Design program_sequencer_flat, sky130hd; sources not shown.
Run 1, gate families picked out:
Drawn at 8 px/um.
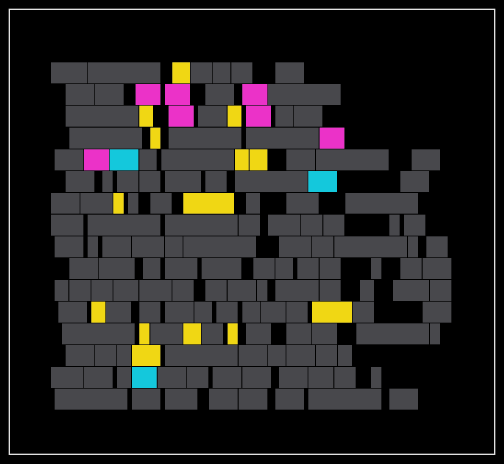
| family | colour | cells |
|---|---|---|
| non-inverting ao/oa cells | cyan | 3 |
| xor and xnor cells | magenta | 7 |
| nand cells | yellow | 14 |
top logic cell by instance count in the layout: clkdlybuf4s50_1
Finished Layout Cells: 182
multi-input gate share of the layout cell area: 0.306

Run 1, wiring by layer:
Drawn at 6 px/um. Two of the layers only.
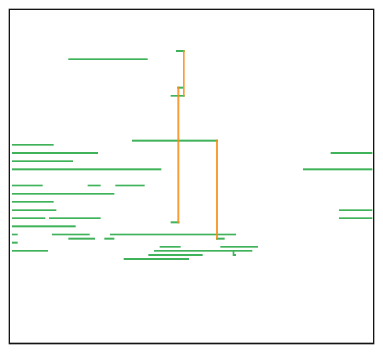
| layer | colour | wire length |
|---|---|---|
| M3 | green | 268 um |
| M4 | orange | 46.2 um |
Routed WL: 3.09 mm
WL/cell: 17.0 um
GRT Total Usage: 0.174

Run 1, congestion heat map:
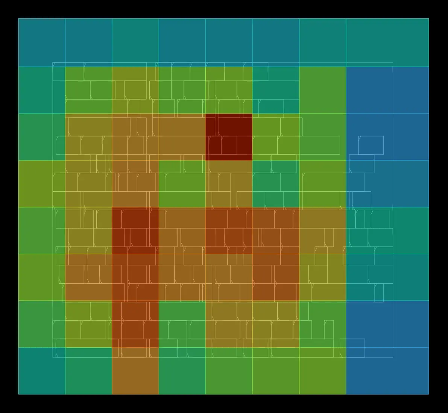
final core utilization: 0.752
met2 Resource Use GR: 0.302
busiest grt layer: met2
met3 usage: 0.0513

==> reports/summary.txt, run 1 <==
CTS tree = yes
yosys xor share = 0.0652
Clk pwr share = 0.103
YS warnings = 0
Net count, final = 174
CTS Buf Count = 3
Setup-failing EPs final = 4
CP required = 1.92 ns
Post-synth EDFFs = 0
Yosys cell types = 32
worst r2r path cells = 11
TNS Setup = -0.157 ns
Die X = 60.5 um
CTS H-tree depth = 1
power after layout = 2.03 mW
failing checks = setup timing
Crit. path cell count = 9
Adder Area Share = 0.0532
Hold Fails Final Rpt = 0
hold_buf cts = 0
chip area = 0.00335 mm^2
initial antenna violation count = 0
ys flop type = dfrtp_1
Post-CTS Repair Setup Buffers = 5
Combinational Power Share = 0.623
CP cell instances = inv_2 > ha_4 > nand2b_4 > buf_4 > nor3_2 > buf_4 > nand2_2 > o211ai_1 > buf_4
status = finished with violations
vias per inst = 5.57
first-pass GRT wire length = 4.51 mm
Flop area = 450 um^2
non-clock buffer count = 64
I/O Buffers = 39
Synth Seq Share = 0.479
Filler Cell Count = 151
Mapped Cells = 90
setup repair after global routing missed its margin = true
Syn Area/Cell = 10.5 um^2
synthesized area = 941 um^2
Post-Place Worst Slack = -0.361 ns
Layout area overhead = 74.5%
GPL Wtd Cong = 0.842
Floorplan Nets = 108
row cnt = 16
grt ovf = 0
flop share of the area = 0.274
DR DRC count = 0
dominant kind of combinational cell = simple AND/OR/NAND/NOR gates
Data buffer area share = 0.356
Pleak = 0.765 nW
maximum clock insertion buffer count = 2
Max-area cell share = 0.479
slowest cell on the critical path = dfrtp_1
cell mode on critical path = buf_4
Clock Latency Late Sink = 0.30 ns
#FFs+latches synth = 18
final instance area = 0.00164 mm^2
Peak VDD IR = 0.000898 V
Hold Slack = 0.237 ns
Vias = 1013
final setup margin = -0.0576 ns
top cells by area, synth = dfrtp_1 (48%), xnor2_1 (5.6%), ha_1 (5.3%)
Well Taps = 27
critical path peak fanout = 7
FP Util = 0.431
Worst-Margin Slew = 0.705 ns
Worst Hold Class = in -> async
Synth area leader = dfrtp_1
die height = 55.4 um
Worst Setup End Kind = output port
logic area = 503 um^2
Basic Gates by Area = 0.186
fraction of power spent switching nets = 0.413
Root Buffer = clkbuf_4
Largest cell class = non-clock buffers
yosys stat area = 941 um^2
run 1: layout by cell type, fill, tap and decap left out, types with 4 or more instances in the layout:
master and instances:
buf_4 26, buf_6 7, nand3_1 4, clkdlybuf4s50_1 31
inv_1 7, dfrtp_1 18, and3_1 5, xnor2_1 6
nand2_1 4
run 1: layer usage:
layer | routed length (um) | vias up | GRT usage
li1 | - | 453 | -
met5 | 0 | - | 0
met1 | 1140 | 503 | 0.196
met2 | 1630 | 51 | 0.302
met3 | 267 | 6 | 0.0513
met4 | 46 | 0 | 0.0588
run 1: power by group through the flow:
stage	Combinational, mW	Clock, mW	Sequential (mW)
finish	1.26	0.210	0.556
global route	1.35	0.225	0.568
CTS	1.12	0.213	0.549
detailed placement	1.02	0	0.550
global placement	0.993	0	0.542
floorplan	0.389	0	0.662
Run 1, metal 1:
Drawn at 6 px/um. Supply wires on this layer in grey.
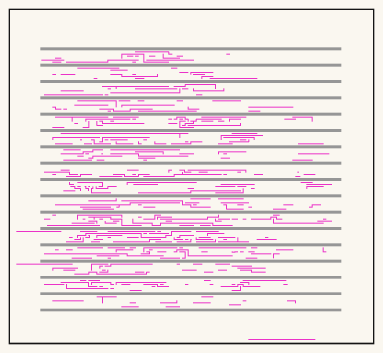

==> run 2, diff against run 1 <==
--- a/config.mk
+++ b/config.mk
@@ -6,7 +6,7 @@
 export NUM_CORES = 1
 export LEC_CHECK = 0
 export CAP_MARGIN = 20
-export CORE_ASPECT_RATIO = 0.9
+export CORE_ASPECT_RATIO = 1.5
 export CORE_MARGIN = 5
 export CORE_UTILIZATION = 41
 export DETAILED_ROUTE_END_ITERATION = 16
Run 2, metal 1:
Drawn at 6 px/um. Supply wires on this layer in grey.
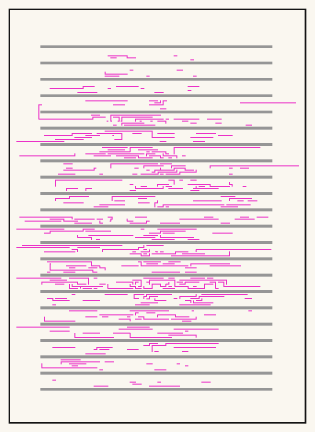
share of all routed wire: 37%
wire length on this layer: 1060 um
main direction: horizontal
nets with wire on the layer: 150
longest straight run: 16.6 um
met1 Use GR: 0.187
Routed WL: 2.86 mm
Vias: 965

Run 2, a small window of the routed layout:
Region (10, 33) to (40, 63) um. Cells in grey, sequential cells in the stronger grey; small squares are vias.
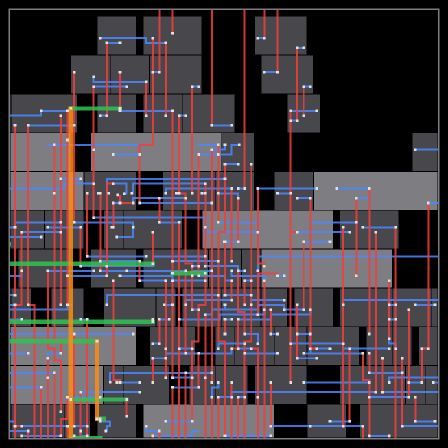
| layer | colour |
|---|---|
| M2 | red |
| M4 | orange |
| M3 | green |
| M1 | blue |
cells with their middle in the window: 65
sequential cells in the window: 8
most frequent: buf_4 (12), clkdlybuf4s50_1 (8), dfrtp_1 (8)

==> run 2 against run 1 <==
  * The flow still finishes with violations (setup timing)
  * Global-route usage rose by 0.95 points
  * Synthesized cell count unchanged
  * Sequential share of layout area increased by 1.1 points
  * Largest power group unchanged
==> reports/summary.txt, run 2 <==
status = finished with violations
failing checks = setup timing
CTS tree = yes
Pwr Density = 1230 mW/mm^2
WS Path Type = reg -> out
YS warnings = 0
Hold Slack = 0.225 ns
startpoint type of the worst setup path = flip-flop
clock-cell share of area = 0.0230
Ant. Diodes = 0
Combinational Power Share = 0.612
largest net degree at the start of global routing = 19
Seq group = 0.550 mW
dominant power group = combinational cells
Synth Seq Share = 0.479
Floorplan Nets = 108
GPL Wtd Cong = 0.844
Synth area leader = dfrtp_1
Root Buffer = clkbuf_4
number of DRC markers in iteration 0 = 42
Layout area overhead = 67.7%
Die X = 49.1 um
Post-synth EDFFs = 0
Syn Area/Cell = 10.5 um^2
initial antenna violation count = 0
placed cell count = 165
row cnt = 21
fraction of power spent switching nets = 0.409
CP required = 1.92 ns
flop2flop setup slack = 0.05 ns
Hold Fails Final Rpt = 0
Net count, final = 171
# clk buffers = 4
crit-path max cell delay = 0.39 ns
Flop area = 450 um^2
delay-heaviest family, CP = simple AND/OR/NAND/NOR gates
maximum clock insertion buffer count = 2
ys flop type = dfrtp_1
DR pass1 iterations = 4
Clock Latency Late Sink = 0.30 ns
core box area = 0.00221 mm^2
flop share of the area = 0.285
Non-CTS inverters = 9
worst r2r path cells = 11
antenna viol nets, final = 0
vias in the first global route = 1075
FFs w/ async S/R, synth = 1.00
final instance area = 0.00158 mm^2
power after layout = 1.94 mW
CP cell instances = inv_2 > ha_4 > nand2b_4 > or3_4 > or3_1 > nand3_2 > buf_6
non-clock buffer count = 61
synthesized area = 941 um^2
final core utilization = 0.715
Final Critical Period = 2.36 ns
Placed Area = 0.00146 mm^2
Data buffer area share = 0.356
vias per inst = 5.51
Max-area cell share = 0.479
Peak VDD IR = 0.000725 V
multi-input gates = 60
seq_cells = 18
P_comb = 1.19 mW
power share of the sequential group = 0.283
share of cells above drive strength 1 = 0.303
Clk pwr share = 0.105
Mapped Cells = 90
cell internal pwr = 1.15 mW
Largest cell class = non-clock buffers
Synth top cells by count = dfrtp_1 (18), inv_1 (9), nand3_1 (6), xnor2_1 (6)
setup repair after global routing missed its margin = true
slowest cell on the critical path = or3_1
logic area = 467 um^2
die height = 68.7 um
# Cells Yosys = 90
DR DRC count = 0
Setup-failing EPs final = 5
Rel. slew slack = 0.555
critical path peak fanout = 3
final setup margin = -0.107 ns
top logic cell by instance count in the layout = clkdlybuf4s50_1
CTS Buf Count = 3
P_sw = 0.795 mW
clock slew at reported path FFs = 0.11 ns
Well Taps = 23
multi-input gate share of the layout cell area = 0.296
Power Clock = 0.203 mW
Pleak = 0.744 nW
crit path DAT = 2.03 ns
Worst Setup End Kind = output port
Finished Layout Cells = 175
chip area = 0.00337 mm^2
TNS Setup = -0.266 ns
Crit. path cell count = 7
first-pass GRT wire length = 4.76 mm
hold_buf cts = 0
Yosys cell types = 32
Final Cycle Share = 1.05
yosys stat area = 941 um^2
grt ovf = 0
Filler Cell Count = 169
FP Util = 0.426
Top Layout Cells = clkdlybuf4s50_1 (31), buf_4 (23), dfrtp_1 (18), inv_1 (7), buf_6 (7)
Tool Warnings = 29
clk sink count = 18
final max-slew violation count = 0
#FFs+latches synth = 18
Worst Hold Class = in -> async
CTS H-tree depth = 1
Ports = 40
Post-Place Worst Slack = -0.324 ns
top cells by area, synth = dfrtp_1 (48%), xnor2_1 (5.6%), ha_1 (5.3%)
Worst-Margin Slew = 0.667 ns
I/O Buffers = 39
Run 2, congestion heat map:
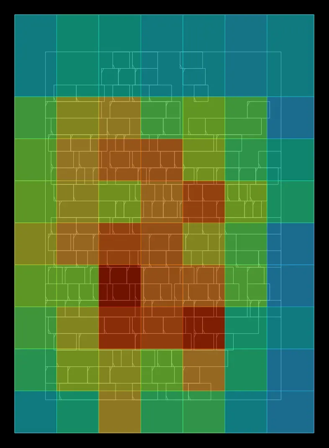
met3 usage: 0.0516
WL/cell: 16.3 um
met2 Resource Use GR: 0.334
GRT Total Usage: 0.183

[run 2: what timing repair did]
item,CTS,global route
cloned,0,0
gates resized,52,6
setup endpoints to repair,8,9
buffers inserted,4,2
pin swaps,1,6
[run 2: logic make-up (layout without fill, tap and decap cells)]
family	Yosys count	after routing	share of synthesized area
AOI/OAI and AO/OA	19	19	0.149
adders and majority gates	4	4	0.0532
muxes	1	1	0.0120
and+or+nand+nor	29	29	0.186
xor gates and xnor gates	7	7	0.0652
buffers and inverters	12	74	0.0558
DFF	18	18	0.479
[run 2: layer usage]
metal | up-vias | global-route usage | wire length (um)
li1 | 444 | - | -
met1 | 479 | 0.187 | 1060
met2 | 35 | 0.334 | 1580
met3 | 7 | 0.0516 | 161
met4 | 0 | 0.101 | 55
met5 | - | 0 | 0
Power figures rest on the tool's default switching activity, not on a simulated workload.
